===== config.mk =====
export PLATFORM = sky130hd
export DESIGN_NAME = change_dispenser
export DESIGN_NICKNAME = d
export VERILOG_FILES = /design/src/rtl/vend_pkg.sv /design/src/rtl/coin_select.sv /design/src/rtl/change_dispenser.sv
export SDC_FILE = /design/constraint.sdc
export NUM_CORES = 1
export LEC_CHECK = 0
export ABC_AREA = 1
export CORE_UTILIZATION = 45
export CTS_CLUSTER_DIAMETER = 150
export DETAILED_ROUTE_END_ITERATION = 6
export PLACE_DENSITY_LB_ADDON = 0.2
export SLEW_MARGIN = 20
export SYNTH_ARGS = -nofsm -noshare
export SYNTH_HDL_FRONTEND = slang
export SYNTH_SLANG_ARGS = --single-unit

===== constraint.sdc =====
create_clock -name clk -period 1.6 [get_ports clk]
set_input_delay 0.32 -clock clk [delete_from_list [all_inputs] [get_ports clk]]
set_output_delay 0.32 -clock clk [all_outputs]
set_load 0.02 [all_outputs]

===== src/rtl/vend_pkg.sv =====
// Shared types and constants for the vending change path.
// Denomination and payout-FSM encodings used by the dispenser.
package vend_pkg;

    localparam int DEF_BAL_W = 5;

    localparam int COIN1  = 1;
    localparam int COIN5  = 5;
    localparam int COIN10 = 10;

    typedef enum logic [2:0] {
        IDLE    = 3'd0,
        SELECT  = 3'd1,
        REQ     = 3'd2,
        RELEASE = 3'd3,
        DONE    = 3'd4,
        FAULT   = 3'd5
    } chg_state_t;

    typedef enum logic [1:0] {
        NONE = 2'd0,
        D1   = 2'd1,
        D5   = 2'd2,
        D10  = 2'd3
    } denom_t;

    function automatic int denom_value(denom_t d);
        int v;
        unique case (d)
            D10:     v = COIN10;
            D5:      v = COIN5;
            D1:      v = COIN1;
            default: v = 0;
        endcase
        return v;
    endfunction

endpackage


===== src/rtl/coin_select.sv =====
// Greedy denomination picker: largest coin that fits the balance
// and whose hopper tube still has coins.
module coin_select
    import vend_pkg::*;
#(
    parameter int BAL_W = DEF_BAL_W
) (
    input  logic [BAL_W-1:0] remaining,
    input  logic             empty10,
    input  logic             empty5,
    input  logic             empty1,
    output denom_t           denom,
    output logic [BAL_W-1:0] value
);

    always_comb begin
        denom = NONE;
        if (remaining >= BAL_W'(COIN10) && !empty10) begin
            denom = D10;
        end else if (remaining >= BAL_W'(COIN5) && !empty5) begin
            denom = D5;
        end else if (remaining >= BAL_W'(COIN1) && !empty1) begin
            denom = D1;
        end
        value = BAL_W'(denom_value(denom));
    end

endmodule


===== src/rtl/change_dispenser.sv =====
// Pays out a balance one coin at a time over a four-phase
// request/ack handshake with the coin hopper.
module change_dispenser
    import vend_pkg::*;
#(
    parameter int BAL_W       = DEF_BAL_W,
    parameter int ACK_TIMEOUT = 255
) (
    input  logic             clk,
    input  logic             reset,
    input  logic             start,
    input  logic [BAL_W-1:0] amount,
    input  logic             empty10,
    input  logic             empty5,
    input  logic             empty1,
    input  logic             hopper_ack,
    output logic             coin10,
    output logic             coin5,
    output logic             coin1,
    output logic [BAL_W-1:0] remaining,
    output logic             busy,
    output logic             done,
    output logic             fault
);

    localparam int CNT_W = $clog2(ACK_TIMEOUT + 1);
    localparam logic [CNT_W-1:0] CNT_LAST = CNT_W'(ACK_TIMEOUT - 1);

    chg_state_t       state;
    denom_t           denom_q;
    logic [BAL_W-1:0] val_q;
    logic [BAL_W-1:0] rem_q;
    logic [CNT_W-1:0] cnt;

    denom_t           pick;
    logic [BAL_W-1:0] pick_value;
    logic             expired;

    coin_select #(.BAL_W(BAL_W)) u_sel (
        .remaining (rem_q),
        .empty10   (empty10),
        .empty5    (empty5),
        .empty1    (empty1),
        .denom     (pick),
        .value     (pick_value)
    );

    assign expired = (cnt == CNT_LAST);

    always_ff @(posedge clk or posedge reset) begin
        if (reset) begin
            state   <= IDLE;
            denom_q <= NONE;
            val_q   <= '0;
            rem_q   <= '0;
            cnt     <= '0;
        end else begin
            unique case (state)
                IDLE, FAULT: begin
                    if (start) begin
                        rem_q <= amount;
                        state <= SELECT;
                    end
                end
                SELECT: begin
                    cnt <= '0;
                    if (rem_q == '0) begin
                        state <= DONE;
                    end else if (pick == NONE) begin
                        state <= FAULT;
                    end else if (!hopper_ack) begin
                        // a stale ack must clear before a new request
                        denom_q <= pick;
                        val_q   <= pick_value;
                        state   <= REQ;
                    end
                end
                REQ: begin
                    if (hopper_ack) begin
                        rem_q <= rem_q - val_q;
                        cnt   <= '0;
                        state <= RELEASE;
                    end else if (expired) begin
                        state <= FAULT;
                    end else begin
                        cnt <= cnt + 1'b1;
                    end
                end
                RELEASE: begin
                    if (!hopper_ack) begin
                        state <= SELECT;
                    end else if (expired) begin
                        state <= FAULT;
                    end else begin
                        cnt <= cnt + 1'b1;
                    end
                end
                DONE:    state <= IDLE;
                default: state <= IDLE;
            endcase
        end
    end

    assign coin10    = (state == REQ) && (denom_q == D10);
    assign coin5     = (state == REQ) && (denom_q == D5);
    assign coin1     = (state == REQ) && (denom_q == D1);
    assign remaining = rem_q;
    assign busy      = (state == SELECT) || (state == REQ) || (state == RELEASE);
    assign done      = (state == DONE);
    assign fault     = (state == FAULT);

endmodule


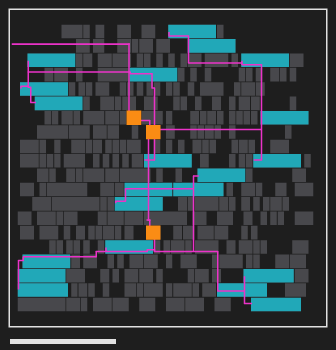
Fig. 1. Clock network drawn from the DEF (run 1).
Bar = 20 µm.
[magenta] clock wires | length: 277 µm
[orange] clock-net drivers | count: 3
[cyan] flip-flops | count: 21
routed clock nets: 4
flops lie: all over the die
post-route clock skew: 5.19 ps
clock insertion delay at the later pin of the skew report: 300 ps
clock group power: 0.262 mW
power share of the clock group: 0.070

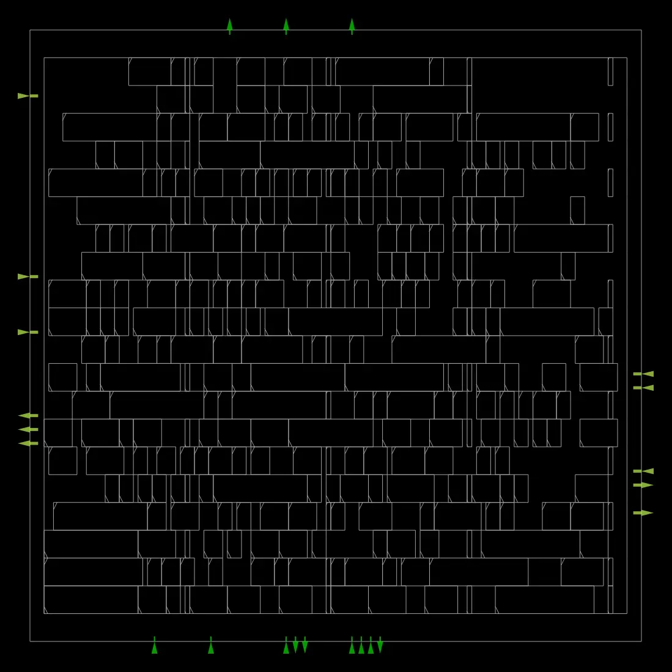
Fig. 2. Placement view (run 1).
number of sequential storage elements: 21
number of standard cells in the layout, taps in and fillers out: 326
Well-Tap Cells: 44
row count: 20
register fraction of the total cell area: 0.247

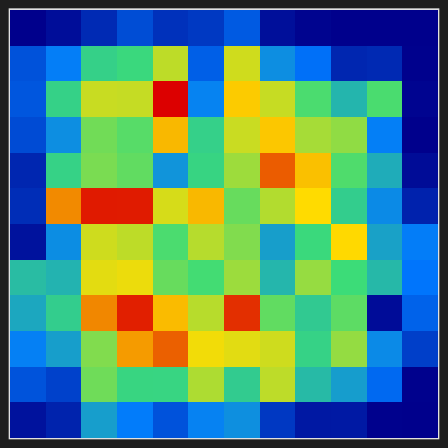
Fig. 3. Routed metal per tile (run 1).
12 x 12 tiles, from dark blue (low) to red (high), scaled to the fullest tile. Values are wire area over tile area, all layers added.
emptiest ninth of the die: upper right
tiles over half the peak: 41%
fullest tile: 0.36
nearly empty tiles: 7.6%

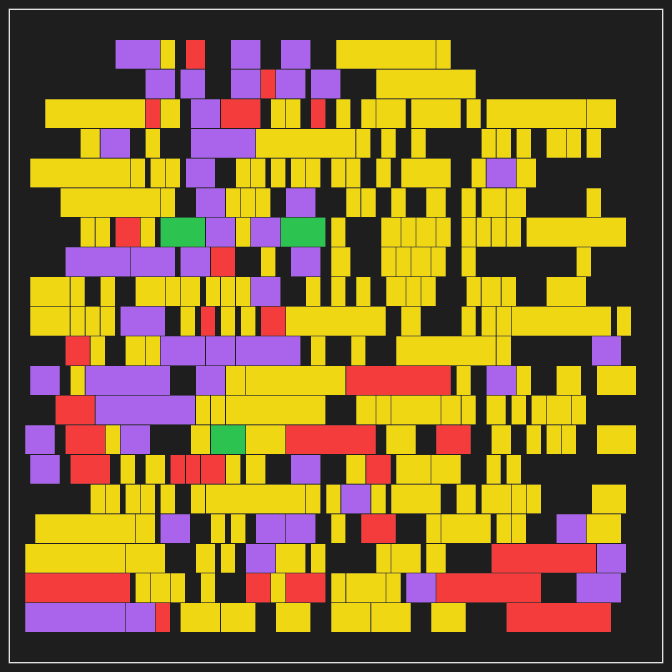
Fig. 4. Drive-strength map (run 1).
| color | size | cells | share |
|---|---|---|---|
| red | x2 | 28 | 9.9% |
| green | x6 and larger | 3 | 1.1% |
| yellow | x1 and smaller | 204 | 72% |
| purple | x3 and x4 | 47 | 17% |

==> metrics.cfg, run 1 <==
[run_status]
status=finished, violations left
violated_checks=setup timing

[power]
switching_power_mw=1.81
power.static_leakage_nw=1.11
seq_power_share=0.234
pwr.group.combinational_mw=2.63
power_top_consumer=combinational cells
power.switching_fraction=0.479
totalPowerFinal_mw=3.77
p_per_area_nw_per_um2=1750
p_int_mw=1.96
comb_power_share=0.697

[floorplan]
core-area_um2=3100
fp-utilization=0.485
io_pins=23
die_x_um=59.8
chipArea_um2=3580
die-height_um=59.8

[global_route]
met1_track_usage_gr=0.299
number_of_global_route_vias_before_repair=1394
gr-total-overflow=0
grt.met3_usage=0.0195
global_route.peak_usage_layer=met2
grt_util_all_layers=0.216
antenna_found_initial=0
globalRouteMet2Util=0.365

[timing]
grt_setup_unrepaired=yes
finalSetupViolations=8
max_freq_mhz=599
maxSlewViolCount=0
finalHoldWorstSlack_ps=342
setup_total_negative_slack_ps=-328
final.period_utilization=1.04
final_critical_path_setup_slack_ps=-70.4
hold_viol_final=0
worstMarginPinSlew_ps=325
slew_margin_rel=0.783

[logic_synthesis]
syn_nets=247
synthesis.instances=227
synth.most_common_cell=sky130_fd_sc_hd__nand2_1
yosysChipArea_um2=1510
synthFlopType=sky130_fd_sc_hd__dfrtp_1
yosys-dominant-comb-family=simple AND/OR/NAND/NOR gates
synth_seq_share=0.349
synth.cell_area_um2=1510
async_set_reset_flop_share_out_of_synthesis=1.00
cell_types_occupying_the_most_area_after_synthesis=sky130_fd_sc_hd__dfrtp_1, sky130_fd_sc_hd__nand2_1, sky130_fd_sc_hd__inv_1
synth_adder_area_share=0.0715
number_of_flops_mapped_to_enable_cells_by_yosys=0
synth.avg_cell_area_um2=6.63
yosys-stat-cells=227
synth.cellmix.simpleShare=0.405
postSynthRegisterBits=21
yosysWarningCount=0
top_area_frac=0.349
yosysTopAreaCell=sky130_fd_sc_hd__dfrtp_1
aoi_share=0.0790
yosys-top-cells-count=sky130_fd_sc_hd__nand2_1, sky130_fd_sc_hd__inv_1, sky130_fd_sc_hd__dfrtp_1
ys_sh_xor=0.00582

[cts]
cts.sinks=21
cts_made_buffers=3
cts.hold.buffers_added=0
cts_tree=done
cts.repair_timing.setup_buffer_count=0
path_clk_slew_ps=120
cts_htree_levels=1
cts_repair_resize_count=37
cts_max_path_buffers=2

[drt]
met3RoutedLength_um=60
routed.top_layer=met4
vias=1577
drc=0
detail_route.wirelength_mm=3.51
drt_iter0_drc=45
route.detailed.vias_per_inst=4.84
wl_met2_mm=1.66
m1WireLength_mm=1.77

[finish]
final_nets=303
layout_top_cell=sky130_fd_sc_hd__nand2_1
comb-cell-share=0.456
inverters_excl_clock=34
largest_reg_flops=8
design_area_um2=2150
final_layout_size_suffix_gt1_frac=0.277
buffer_area_frac=0.196
area.combinational_um2=981
most-common-layout-cells=sky130_fd_sc_hd__nand2_1, sky130_fd_sc_hd__buf_4, sky130_fd_sc_hd__inv_1, sky130_fd_sc_hd__nor2_1, sky130_fd_sc_hd__dfrtp_1
num-nonclk-buffers=51
n_clock_buffer=4
post_route_utilization=0.693
register_with_the_highest_flop_count=cnt
comb.multi_input.count=172
antenna_cells_inserted=0
n_fill_cell=292
syn2layout_area_growth_pct=42.9
layout.clock.cell_area_share=0.0122

[place]
post_dp_cell_area_um2=2020
portBuffers=22
place_inst=319
dp_hpwl_mm=2.70

[run]
stage_log_warnings=30
timing.max_cap.violations=0

[setup_path]
worstPathCellList=nor2_4 -> nand2_1 -> nand3b_1 -> nand3_1 -> nand2_2 -> inv_2 -> ha_4 -> inv_6 -> nand4_4 -> inv_2 -> nand2_1 -> o21ai_1
buffer_and_inverter_tally_for_the_worst_setup_path=3
worst_reg2reg_path_depth=12
worstSetupStartpoint=remaining[3]
worst-endpoint-arrival_ps=1910
ff2ff_setup_slack_ps=-70
cpMaxStageDelayCell=sky130_fd_sc_hd__dfrtp_2
timing.critical_path.fanout_max=7
cp-start-kind=flop
critical_path_class=reg2reg
critical_path.reg2reg.startpoint=remaining[3]
end_point_of_the_critical_path=val_q[2]
worst-endpoint-required_ps=1840
critical_path.reg2reg.endpoint=val_q[2]
critical-path-max-stage-delay_ps=440

==> run 2, diff against run 1 <==
- CORE_UTILIZATION: 45 -> 48
==> run 2 against run 1 <==
  * The run ends with DRC, setup timing left
  * Clock-buffer cell count fell by 1
  * Core utilization rose by 7.1 points
  * Cell count fell by 3.1%
  * Worst setup slack got worse by 37 ps
  * Sequential power rose by 0.8%
  * First-iteration DRC count rose by 44%
  * Global-route usage rose by 0.51 points
  * Routed wire length rose by 10%
  * Clock power fell by 2%
  * Flip-flop count did not move
  * Die size fell by 6.0%
  * Combinational power rose by 5%
  * Critical path type unchanged
  * Largest power group unchanged
  * Highest routed layer unchanged
==> metrics.cfg, run 2 <==
[finish]
comb-cell-share=0.459  ; +0.00259
largest_reg_flops=8  ; unchanged
finish.cell_count_without_fillers=316  ; -3.1%
layout.clock.cell_area_share=0.0126  ; +0.000413
final_layout_size_suffix_gt1_frac=0.305  ; +0.0287
n_clock_buffer=3  ; -1
comb.multi_input.count=172  ; unchanged
seq_share=0.244  ; -0.00326
design_area_um2=2180  ; +1.3%
antenna_cells_inserted=0  ; unchanged
inverters_excl_clock=34  ; unchanged
syn2layout_area_growth_pct=44.8
buffer_area_frac=0.206  ; +0.0100
layout_top_cell=sky130_fd_sc_hd__nand2_1

[timing]
finalSetupViolations=8  ; unchanged
grt_setup_unrepaired=yes
setup_total_negative_slack_ps=-674  ; -346 ps
slew_margin_rel=0.757  ; -0.0264
worstMarginPinSlew_ps=364  ; +38.8 ps
final.period_utilization=1.07  ; +0.0231
final.setup_skew_ps=10.8  ; +5.56 ps
final_critical_path_setup_slack_ps=-107  ; -36.9 ps
max_freq_mhz=586  ; -2.2%

[power]
comb_power_share=0.708  ; +0.011
seq_power_share=0.226  ; -0.008
p_per_area_nw_per_um2=1800  ; +2.6%
clkPwrFrac=0.066  ; -0.004
switching_power_mw=1.91  ; +5.7%
power_top_consumer=combinational cells
clockNetworkPower_mw=0.257  ; -2%

[place]
place_inst=305  ; -4.4%
post_dp_cell_area_um2=1990  ; -1.2%
dp_hpwl_mm=2.52  ; -6.5%

[cts]
cts.sinks=21  ; unchanged
cts_htree_levels=1  ; unchanged
cts_repair_resize_count=35  ; -5.4%

[run]
timing.max_cap.violations=0  ; unchanged

[global_route]
gr-total-overflow=0  ; unchanged
number_of_global_route_vias_before_repair=1440  ; +3.3%
grt.met3_usage=0.0246  ; +0.00507
global_route.peak_usage_layer=met2

[drt]
drc=1  ; +1
route.detailed.vias_per_inst=5.07  ; +4.8%
m1WireLength_mm=1.80  ; +2.2%
vias=1602  ; +1.6%

[floorplan]
die-height_um=58  ; -3.1%
fp-utilization=0.528  ; +0.0426

[setup_path]
worstSetupStartpoint=remaining[4]
buffer_and_inverter_tally_for_the_worst_setup_path=5  ; +2
critical_path_class=reg2reg
critical_path.reg2reg.endpoint=denom_q[0]
cpMaxStageDelayCell=sky130_fd_sc_hd__dfrtp_2
critical_path.reg2reg.startpoint=remaining[4]
worstPathCellList=nor2_4 -> buf_4 -> nand3_2 -> nand3_1 -> nand2_1 -> buf_4 -> buf_4 -> buf_4 -> buf_4 -> nand2_1 -> nand2_1

[logic_synthesis]
yosys-dominant-comb-family=simple AND/OR/NAND/NOR gates
top_area_frac=0.349  ; unchanged
yosysTopAreaCell=sky130_fd_sc_hd__dfrtp_1
synth_adder_area_share=0.0715  ; unchanged
synthesis.instances=227  ; unchanged
postSynthRegisterBits=21  ; unchanged
number_of_flops_mapped_to_enable_cells_by_yosys=0  ; unchanged
synth_seq_share=0.349  ; unchanged
yosys-stat-cells=227  ; unchanged
cell_types_occupying_the_most_area_after_synthesis=sky130_fd_sc_hd__dfrtp_1, sky130_fd_sc_hd__nand2_1, sky130_fd_sc_hd__inv_1

[run_status]
violated_checks=DRC, setup timing
status=finished, violations left

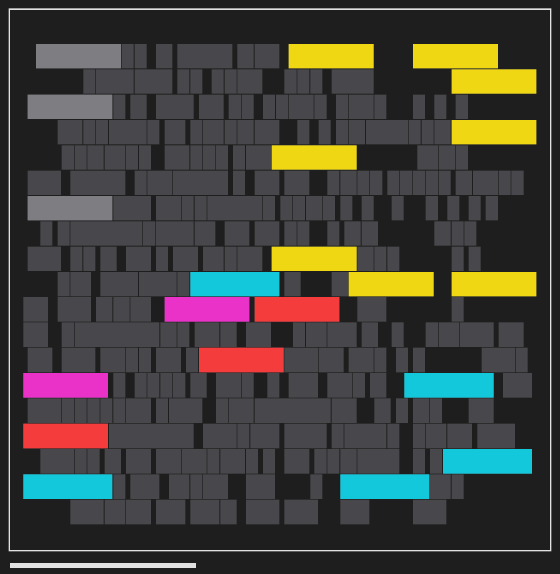
Fig. 5. Register map, names as in the netlist (run 2).
Bar = 20 µm. Other sequential cells in the stronger gray, the rest of the logic in the fainter gray.
| color | name in the netlist | placed flops |
|---|---|---|
| red | val_q | 3 |
| yellow | cnt | 8 |
| cyan | remaining | 5 |
| magenta | denom_q | 2 |

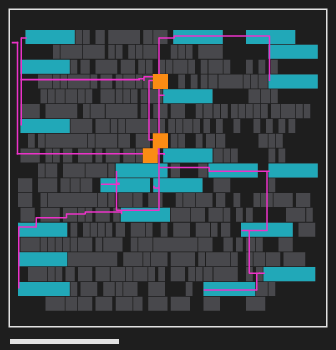
Fig. 6. Clock network drawn from the DEF (run 2).
Bar = 20 µm.
[orange] clock-net drivers | count: 3
[magenta] clock wires | length: 283 µm
[cyan] flip-flops | count: 21
flops lie: all over the die
routed clock nets: 4

==> run 3, diff against run 2 <==
- clock period: 1.6 -> 1.41 ns (I/O delays scaled with it)
==> run 3 against run 2 <==
  * Cell count rose by 5.4%
  * Worst setup slack worse by 250 ps
  * Die size is the same
  * First-iteration DRC count is 18% higher
  * Power rose by 37%
  * The flow still finishes with violations (DRC, setup timing)
  * Sequential share of layout area is 2.9 points lower
  * Cell area grew 13%
  * Largest power group unchanged
  * Critical path type unchanged
==> metrics.cfg, run 3 <==
[finish]
layout_top_cell=sky130_fd_sc_hd__nand2_1
comb-cell-share=0.459  ; +0.000532
comb.multi_input.count=173  ; +0.58%
seq_share=0.215  ; -0.0286
final_layout_size_suffix_gt1_frac=0.444  ; +0.138
inverters_excl_clock=34  ; unchanged
design_area_um2=2470  ; +13%
n_clock_buffer=3  ; unchanged
buffer_area_frac=0.242  ; +0.0357
layout.clock.cell_area_share=0.0112  ; -0.00148
syn2layout_area_growth_pct=64.0
antenna_cells_inserted=0  ; unchanged
finish.cell_count_without_fillers=333  ; +5.4%

[timing]
final_critical_path_setup_slack_ps=-355  ; -248 ps
finalSetupViolations=21  ; +13
max_freq_mhz=567  ; -3.3%
setup_total_negative_slack_ps=-3480  ; -2800 ps
final.period_utilization=1.25  ; +0.185
slew_margin_rel=0.776  ; +0.0199
grt_setup_unrepaired=yes
worstMarginPinSlew_ps=335  ; -29.1 ps

[setup_path]
cpMaxStageDelayCell=sky130_fd_sc_hd__dfrtp_2
critical_path_class=reg2reg
critical_path.reg2reg.endpoint=state[0]
worstSetupStartpoint=remaining[4]
ff2ff_setup_slack_ps=-350
worstPathCellList=nor2_4 -> nand2_1 -> nand3b_1 -> nand3_2 -> nand2_2 -> inv_2 -> ha_4 -> inv_4 -> nand2_4 -> o21ai_4 -> nand2_1 -> nand2_1
buffer_and_inverter_tally_for_the_worst_setup_path=2  ; -3

[power]
seq_power_share=0.187  ; -0.039
comb_power_share=0.757  ; +0.049
p_per_area_nw_per_um2=2170  ; +21%
switching_power_mw=2.57  ; +35%

[place]
place_inst=315  ; +3.3%
post_dp_cell_area_um2=2100  ; +5.1%
dp_hpwl_mm=2.94  ; +16%

[drt]
m1WireLength_mm=2.00  ; +11%
route.detailed.vias_per_inst=5.26  ; +3.7%
drc=1  ; unchanged
vias=1750  ; +9.2%

[cts]
cts_max_path_buffers=2
cts_htree_levels=1  ; unchanged
cts_repair_resize_count=65  ; +86%
cts.sinks=21  ; unchanged

[run_status]
violated_checks=DRC, setup timing
status=finished, violations left

[logic_synthesis]
yosys.cell_types.count=25
synth_seq_share=0.349  ; unchanged
yosys-stat-cells=227  ; unchanged
synth.cellmix.simpleShare=0.405
synth.cell_area_um2=1510
number_of_flops_mapped_to_enable_cells_by_yosys=0  ; unchanged
synth_adder_area_share=0.0715  ; unchanged
yosysTopAreaCell=sky130_fd_sc_hd__dfrtp_1
synthesis.instances=227  ; unchanged
top_area_frac=0.349  ; unchanged
cell_types_occupying_the_most_area_after_synthesis=sky130_fd_sc_hd__dfrtp_1, sky130_fd_sc_hd__nand2_1, sky130_fd_sc_hd__inv_1
postSynthRegisterBits=21  ; unchanged

[global_route]
gr-total-overflow=0  ; unchanged
grt.met3_usage=0.0536  ; +0.0290
global_route.peak_usage_layer=met2
number_of_global_route_vias_before_repair=1493  ; +3.7%

[floorplan]
fp-utilization=0.528  ; unchanged
die-height_um=58  ; unchanged

[run]
timing.max_cap.violations=0  ; unchanged

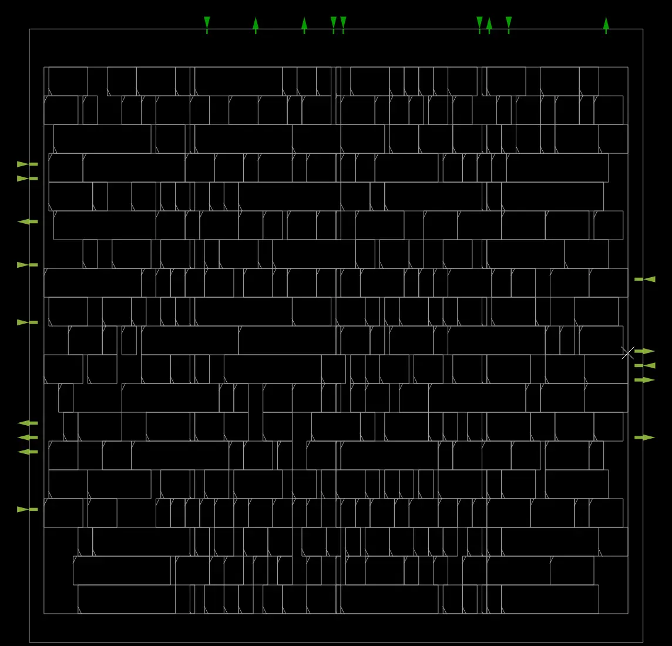
Fig. 7. Placement view (run 3).
Post-Route Utilization: 0.865
core footprint: 2850 µm²
row count: 19

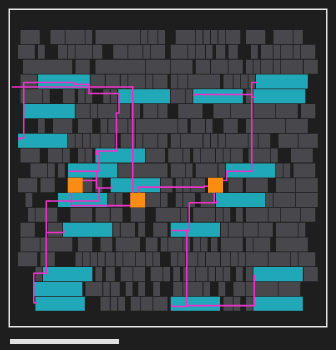
Fig. 8. Clock network drawn from the DEF (run 3).
Bar = 20 µm.
[orange] clock-net drivers | count: 3
[cyan] flip-flops | count: 21
[magenta] clock wires | length: 267 µm
routed clock nets: 4
clock insertion delay at the later pin of the skew report: 310 ps
power share of the clock group: 0.056
clock group power: 0.298 mW
post-route clock skew: 0.870 ps

Power and IR drop assume default switching activity.
